--- src/rtl/hv_timing_tx.sv ---
// hv_timing_tx: raster timing generator producing HSYNC/VSYNC/DE/FID, xpos/ypos and SOF.
// Interlaced operation is compiled in only when HV_TX_INTERLACE_EN is defined.
module hv_timing_tx #(
  parameter int CFG_MIN_HTOTAL = 16,
  parameter int CFG_MIN_VTOTAL = 2
) (
  input  logic        PCLK_i,
  input  logic        reset_n,
  input  logic        enable_i,
  input  logic        resync_i,
  input  logic [31:0] hv_out_config,
  input  logic [31:0] hv_out_config2,
  input  logic [31:0] hv_out_config3,
  output logic        HSYNC_o,
  output logic        VSYNC_o,
  output logic        DE_o,
  output logic        FID_o,
  output logic [10:0] xpos_o,
  output logic [10:0] ypos_o,
  output logic        sof_o,
  output logic        config_err_o
);
  typedef enum logic [1:0] {IDLE, LOAD, RUN} state_t;

  state_t      state_q;
  logic [11:0] h_cnt_q;
  logic [10:0] v_cnt_q;
  logic        fid_q;
  logic [31:0] cfg1_q, cfg2_q, cfg3_q;
  logic        hsync_q, vsync_q, de_q, fid_out_q, sof_q, err_q;
  logic [10:0] xpos_q, ypos_q;

  logic [11:0] h_total, h_active;
  logic [7:0]  h_synclen, v_resync;
  logic [8:0]  h_bp, v_bp;
  logic [10:0] v_total, v_active, v_sof;
  logic [3:0]  v_synclen;

  assign h_total   = cfg1_q[11:0];
  assign h_active  = cfg1_q[23:12];
  assign h_synclen = cfg1_q[31:24];
  assign h_bp      = cfg2_q[8:0];
  assign v_total   = cfg2_q[19:9];
  assign v_active  = cfg2_q[30:20];
  assign v_synclen = cfg3_q[3:0];
  assign v_bp      = cfg3_q[12:4];
  assign v_sof     = cfg3_q[23:13];
  assign v_resync  = cfg3_q[31:24];

`ifdef HV_TX_INTERLACE_EN
  logic        interlaced;
  logic [11:0] h_half;
  logic        vs_low;
  assign interlaced = cfg2_q[31];
  assign h_half     = h_total >> 1;
`else
  logic ilace_unused;
  assign ilace_unused = cfg2_q[31];
`endif

  logic [12:0] h_start, h_end, v_start, v_end;
  logic [10:0] field_len, resync_line, xpos_d, ypos_d;
  logic        hsync_d, vsync_d, de_d, sof_d, last_px, last_line, cfg_ok;

  always_comb begin
    h_start     = 13'(h_synclen) + 13'(h_bp);
    h_end       = h_start + 13'(h_active);
    v_start     = 13'(v_synclen) + 13'(v_bp);
    v_end       = v_start + 13'(v_active);
    hsync_d     = (h_cnt_q >= 12'(h_synclen));
    de_d        = (13'(h_cnt_q) >= h_start) && (13'(h_cnt_q) < h_end) &&
                  (13'(v_cnt_q) >= v_start) && (13'(v_cnt_q) < v_end);
    xpos_d      = h_cnt_q[10:0] - h_start[10:0];
    ypos_d      = v_cnt_q - v_start[10:0];
    sof_d       = (v_cnt_q == v_sof) && (h_cnt_q == '0);
    last_px     = (h_cnt_q == h_total - 12'd1);
    resync_line = (11'(v_resync) >= v_total) ? '0 : 11'(v_resync);
    cfg_ok      = (hv_out_config[11:0] >= 12'(CFG_MIN_HTOTAL)) &&
                  (hv_out_config2[19:9] >= 11'(CFG_MIN_VTOTAL));
`ifdef HV_TX_INTERLACE_EN
    if (interlaced)
      field_len = fid_q ? 11'((12'(v_total) + 12'd1) >> 1) : (v_total >> 1);
    else
      field_len = v_total;
    // Even fields shift both VSYNC edges by half a line
    if (fid_q)
      vs_low = (v_cnt_q < 11'(v_synclen));
    else if (v_cnt_q < 11'(v_synclen))
      vs_low = (v_cnt_q != '0) || (h_cnt_q >= h_half);
    else
      vs_low = (v_cnt_q == 11'(v_synclen)) && (v_cnt_q != '0) && (h_cnt_q < h_half);
    vsync_d = !vs_low;
`else
    field_len = v_total;
    vsync_d   = !(v_cnt_q < 11'(v_synclen));
`endif
    last_line = (v_cnt_q == field_len - 11'd1);
  end

  always_ff @(posedge PCLK_i or negedge reset_n) begin
    if (!reset_n) begin
      state_q   <= IDLE;
      h_cnt_q   <= '0;
      v_cnt_q   <= '0;
      fid_q     <= 1'b1;
      cfg1_q    <= '0;
      cfg2_q    <= '0;
      cfg3_q    <= '0;
      hsync_q   <= 1'b1;
      vsync_q   <= 1'b1;
      de_q      <= 1'b0;
      fid_out_q <= 1'b1;
      sof_q     <= 1'b0;
      err_q     <= 1'b0;
      xpos_q    <= '0;
      ypos_q    <= '0;
    end else begin
      // Output stage: decoded from the current counter state, idle values outside RUN
      hsync_q   <= 1'b1;
      vsync_q   <= 1'b1;
      de_q      <= 1'b0;
      fid_out_q <= 1'b1;
      sof_q     <= 1'b0;
      xpos_q    <= '0;
      ypos_q    <= '0;
      if (state_q == RUN) begin
        hsync_q   <= hsync_d;
        vsync_q   <= vsync_d;
        de_q      <= de_d;
        fid_out_q <= fid_q;
        sof_q     <= sof_d;
        xpos_q    <= xpos_d;
        ypos_q    <= ypos_d;
      end
      if (!enable_i) begin
        state_q <= IDLE;
        h_cnt_q <= '0;
        v_cnt_q <= '0;
        fid_q   <= 1'b1;
      end else begin
        case (state_q)
          IDLE: state_q <= LOAD;
          LOAD: begin
            cfg1_q <= hv_out_config;
            cfg2_q <= hv_out_config2;
            cfg3_q <= hv_out_config3;
            if (cfg_ok) begin
              err_q   <= 1'b0;
              h_cnt_q <= '0;
              v_cnt_q <= '0;
              fid_q   <= 1'b1;
              state_q <= RUN;
            end else begin
              err_q <= 1'b1;
            end
          end
          RUN: begin
            if (resync_i) begin
              h_cnt_q <= '0;
              v_cnt_q <= resync_line;
              fid_q   <= 1'b1;
            end else if (last_px) begin
              h_cnt_q <= '0;
              if (last_line) begin
                v_cnt_q <= '0;
`ifdef HV_TX_INTERLACE_EN
                if (interlaced && fid_q) fid_q <= 1'b0;
                else state_q <= LOAD;
`else
                state_q <= LOAD;
`endif
              end else begin
                v_cnt_q <= v_cnt_q + 11'd1;
              end
            end else begin
              h_cnt_q <= h_cnt_q + 12'd1;
            end
          end
          default: state_q <= IDLE;
        endcase
      end
    end
  end

  assign HSYNC_o      = hsync_q;
  assign VSYNC_o      = vsync_q;
  assign DE_o         = de_q;
  assign FID_o        = fid_out_q;
  assign xpos_o       = xpos_q;
  assign ypos_o       = ypos_q;
  assign sof_o        = sof_q;
  assign config_err_o = err_q;
endmodule

--- config.mk ---
export PLATFORM = sky130hd
export DESIGN_NAME = hv_timing_tx
export DESIGN_NICKNAME = d
export VERILOG_FILES = /design/src/rtl/hv_timing_tx.sv
export SDC_FILE = /design/constraint.sdc
export NUM_CORES = 1
export LEC_CHECK = 0
export ABC_AREA = 1
export CORE_ASPECT_RATIO = 0.7
export CORE_MARGIN = 2
export CORE_UTILIZATION = 28
export DETAILED_ROUTE_END_ITERATION = 10
export GPL_ROUTABILITY_DRIVEN = 1
export SLEW_MARGIN = 20
export SYNTH_ARGS = -nofsm -noshare
export SYNTH_HDL_FRONTEND = slang
export SYNTH_SLANG_ARGS = --single-unit
--- constraint.sdc ---
create_clock -name PCLK_i -period 3.8 [get_ports PCLK_i]
set_input_delay 0.38 -clock PCLK_i [delete_from_list [all_inputs] [get_ports PCLK_i]]
set_output_delay 0.38 -clock PCLK_i [all_outputs]
set_load 0.02 [all_outputs]
Fig. 1: cell sizes after repair
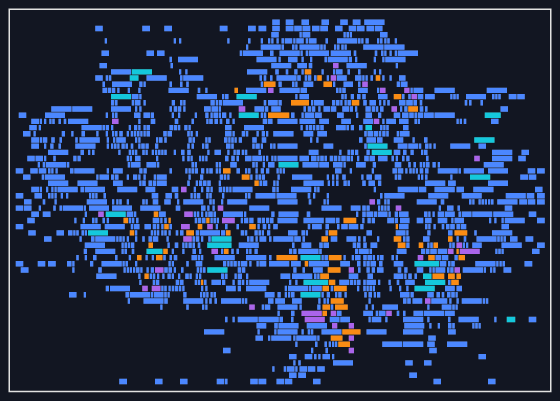
legend:
  orange:
    size: _2 cells
    cells: 63
    share: 3.9%
    most_used: nand2_2
  purple:
    size: _3 and _4 cells
    cells: 42
    share: 2.6%
    most_used: buf_4
  blue:
    size: _0 and _1 cells
    cells: 1493
    share: 92%
    most_used: nand2_1
  cyan:
    size: _6 and larger
    cells: 26
    share: 1.6%
    most_used: clkbuf_16
Setup WS post-layout: 0.2491 ns
area grow syn2layout: 25.82%
Buffers excl. clock: 154

Fig. 2: metal 3
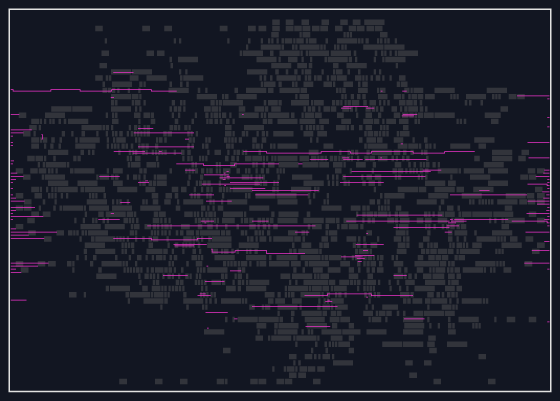
wire length on this layer: 1590 um
longest straight run: 73.6 um
main direction: horizontal
share of all routed wire: 5.0%
nets with wire on the layer: 133
routed wire length: 32000 um
global routing usage on met3: 3.116%

Fig. 3: gate-type map
Scale bar: 50 um.
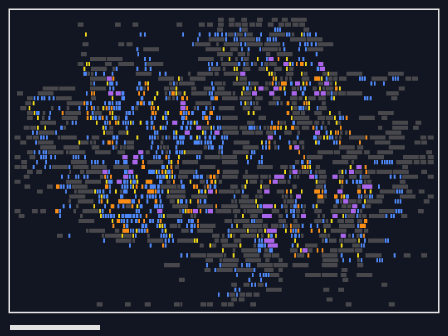
legend:
  orange:
    family: NOR gates
    cells: 148
    most_used: nor2_1
  blue:
    family: NAND gates
    cells: 603
    most_used: nand2_1
  purple:
    family: XOR/XNOR gates
    cells: 61
    most_used: xor2_1
  yellow:
    family: inverters
    cells: 171
    most_used: inv_1
fin cells: 2112
most common logic cell in the routed design: nand2_1
Comb/total area: 47.59%

==> Slide: Implementation Results <==
Key Metrics from the Run

Logic synthesis
  – Async SR Flop Fraction: 100.0%
  – Top-count cell post-synth: nand2_1
  – Primary FF master, synth: dfrtp_1
  – Post-synthesis sequential area ratio: 34.53%
  – Library cells used by synthesis: 50
  – Synth Net Count: 1680
  – Yosys synthesis chip area: between 0.01 and 0.015 mm2
  – Largest cells by area after synthesis: dfrtp_1 (34%), nand2_1 (17%), ha_1 (12%), inv_1 (5.8%), o21ai_0 (4.1%)
  – Dominant cell area share: 34.04%
  – Area leader, netlist: dfrtp_1
  – Yosys cell count: about 1500
  – Synth Area per Inst: just over 7 um2
  – Synthesized registers: between 100 and 150

Clocking
  – CTS tree: yes
  – Num Clock Sinks: 147
  – Clock buffer count from CTS: 17
  – H-tree depth: 4
  – CTS Root Cell: clkbuf_16

Worst setup path
  – Crit path DRT: 4.19 ns
  – Reg2reg start: cfg3_q[0]$_DFFE_PN0P_
  – Critical path class: flip-flop to flip-flop
  – Slowest cell on crit path: dfrtp_1
  – Crit. Startpoint: cfg3_q[0]$_DFFE_PN0P_
  – Setup crit end kind: flip-flop
  – Cell mode on critical path: inv_1
  – Critical path endpoint: DE_o$_DFF_PN0_
  – Flop-to-flop setup slack: 0.25 ns
  – Critical Path Source Type: flip-flop
  – R2r endpoint: DE_o$_DFF_PN0_

Floorplanning
  – Chip Footprint: 0.03967 mm2
  – Die X-Extent: 237.2 um
  – Die Y: 167.3 um
  – CORE AREA: 0.03735 mm2
  – Num ports: between 100 and 150

Placement
  – HPWL Detailed: 25030 um
  – Port bufs: 125
  – Placed inst area: ~0.013 mm2

Global routing
  – Vias in the first global route: around 9400
  – First-pass GRT wire length: between 50000 and 60000 um
  – Largest net degree at the start of global routing: 78
  – Antenna violations before repair: 0

Final layout
  – Final instance area: 0.01341 mm2
  – Fin nets: 1818
  – Final-layout fill cell count: 3927

Min path
  – Hold wc startpoint: hv_out_config2[30]
  – Hold Crit Class: input port to flip-flop
  – Hold path cells: 3
  – Hold endpoint: cfg2_q[30]$_DFFE_PN0P_

Power
  – PwrDens: 741.7 mW/mm2
  – Leakage: between 6 and 7 nW
  – Maximum vdd ir drop: 412.7 uV

Drt
  – Number of routed nets with antenna violations: 0
  – Drt pass-1 iters: 8
  – # DRC: 0
  – Initial DRC count: 711
  – Via-per-instance ratio: 4.655

STA
  – Slew headroom: about two fifths
  – Fin crit period: 3.551 ns
  – Fin Clk Skew: 0.01285 ns
  – Fin crit share: 93.44%
  – Count of final hold-check violations: 0
  – Hold_ws: 0.4680 ns
  – Least-Margin Pin Slew: between 0.8 and 0.9 ns
  – F_max: 281.6 MHz
  – Final setup fails: 0

Outcome
  – Status: completed

Flow run
  – Tool warnings: 32
  – MaxCap Viol Count: 0
Fig. 4: routing congestion
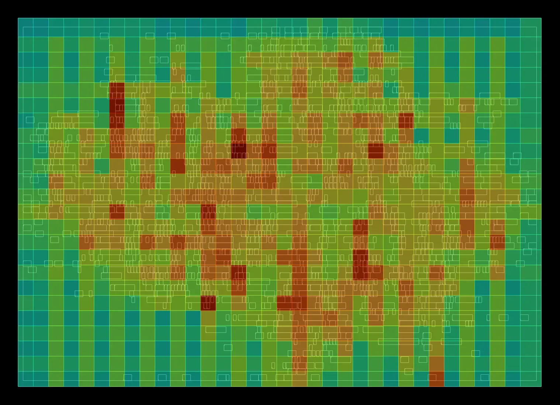
gr busiest metal: met1
DR WL/cell: 15.15 um
final core utilization: 35.91%
GRT met1 Usage: 25.43%

Fig. 5: clock distribution
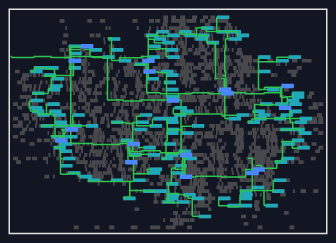
legend:
  blue:
    item: clock drivers
    count: 17
  green:
    item: clock wires
    length: 2270 um
  cyan:
    item: flip-flops
    count: 147
routed clock nets: 18
P_clk: 1.78 mW
Clock Power Share: 17.9%

state kept, by name (all words and copies together), names as in the netlist:
name          flops
DE_o              1
HSYNC_o           1
VSYNC_o           1
cfg1_q           32
cfg2_q           31
cfg3_q           32
config_err_o      1
h_cnt_q          12
sof_o             1
state_q           2
v_cnt_q          11
xpos_o           11
ypos_o           11
layer usage:
metal  GRT usage (%)  wire, um  part of all wire [%]  up-vias
met5               0         0                     0        -
met4           3.527       355                   1.1        0
met3           3.116      1591                   5.0       26
met2           23.04     12710                    40      240
met1           25.43     17350                    54     4530
li1                -         -                     -     5035
layout make-up:
type                            instances  area share, %
Multi-Input combinational cell       1120          47.59
Sequential cell                       147          27.44
Timing Repair Buffer                  154          11.07
Inverter                              171          4.795
Tap cell                              488          4.552
Clock buffer                           18          3.200
Clock inverter                         14          1.343
critical path, delay by kind of cell (launching register included):
kind	cells	cell delay, ns
and+or+nand+nor	5	0.44
xor gates and xnor gates	1	0.17
DFF	1	0.36
adders and majority gates	4	1.13
buffers and inverters	4	0.20
AOI/OAI and AO/OA	8	1.19
report_power, final:
part / switching (mW) / leakage (nW) / internal [mW]
sequential: 0.397 / 1.89 / 1.97
clock: 0.736 / 0.290 / 1.04
combinational: 3.45 / 4.55 / 2.35
total: 4.58 / 6.72 / 5.37
stage by stage:
| step | setup WS (ns) | total power, mW | std cells | setup TNS, ns |
|---|---|---|---|---|
| 3_3_place_gp | 0.03555 | 7.604 | 2073 | 0 |
| 2_1_floorplan | 0.3408 | 6.100 | 1473 | 0 |
| 3_5_place_dp | -0.03478 | 7.714 | 2073 | -0.03478 |
| 6_report | 0.2491 | 9.948 | 2112 | 0 |
| 5_1_grt | -0.01639 | 10.89 | 2112 | -0.01639 |
| 4_1_cts | 0.02489 | 9.573 | 2106 | 0 |
logic make-up (layout without fill, tap and decap cells):
logic type	count (synthesis)	count (layout)	share of synthesized area [%]
AND-OR/OR-AND	195	195	10.26
XOR/XNOR	61	61	5.012
adder cells (fa/ha/maj)	107	107	12.98
buffers and inverters	206	357	7.453
flip-flops	147	147	34.53
other	1	1	0.03518
AND/OR/NAND/NOR	756	756	29.73
cell usage in the layout, fill, tap and decap left out, types with 6 or more instances in the layout:
cell type,synthesis,final
nand2_1,485,482
inv_1,166,164
dfrtp_1,145,145
clkdlybuf4s50_1,0,124
nor2_1,109,105
ha_1,101,95
nand3_1,83,82
o21ai_0,87,82
a21oi_1,65,59
xor2_1,49,43
buf_4,2,27
nand4_1,18,18
nor3_1,22,17
clkbuf_16,0,17
xnor2_1,12,11
nor4_1,10,10
nand2_2,6,9
nor2_2,3,7
a21oi_2,0,6
xor2_2,0,6
nand3b_1,6,6
o21ai_1,2,6
what timing repair did:
action / in CTS / in global routing
hold buffers: 1 / 0
hold endpoints to repair: 48 / 0
setup endpoints to repair: 1 / 1
gates resized: 3 / 45
pin swaps: 1 / 19
setup buffers: 0 / 6
Power figures rest on the tool's default switching activity, not on a simulated workload.
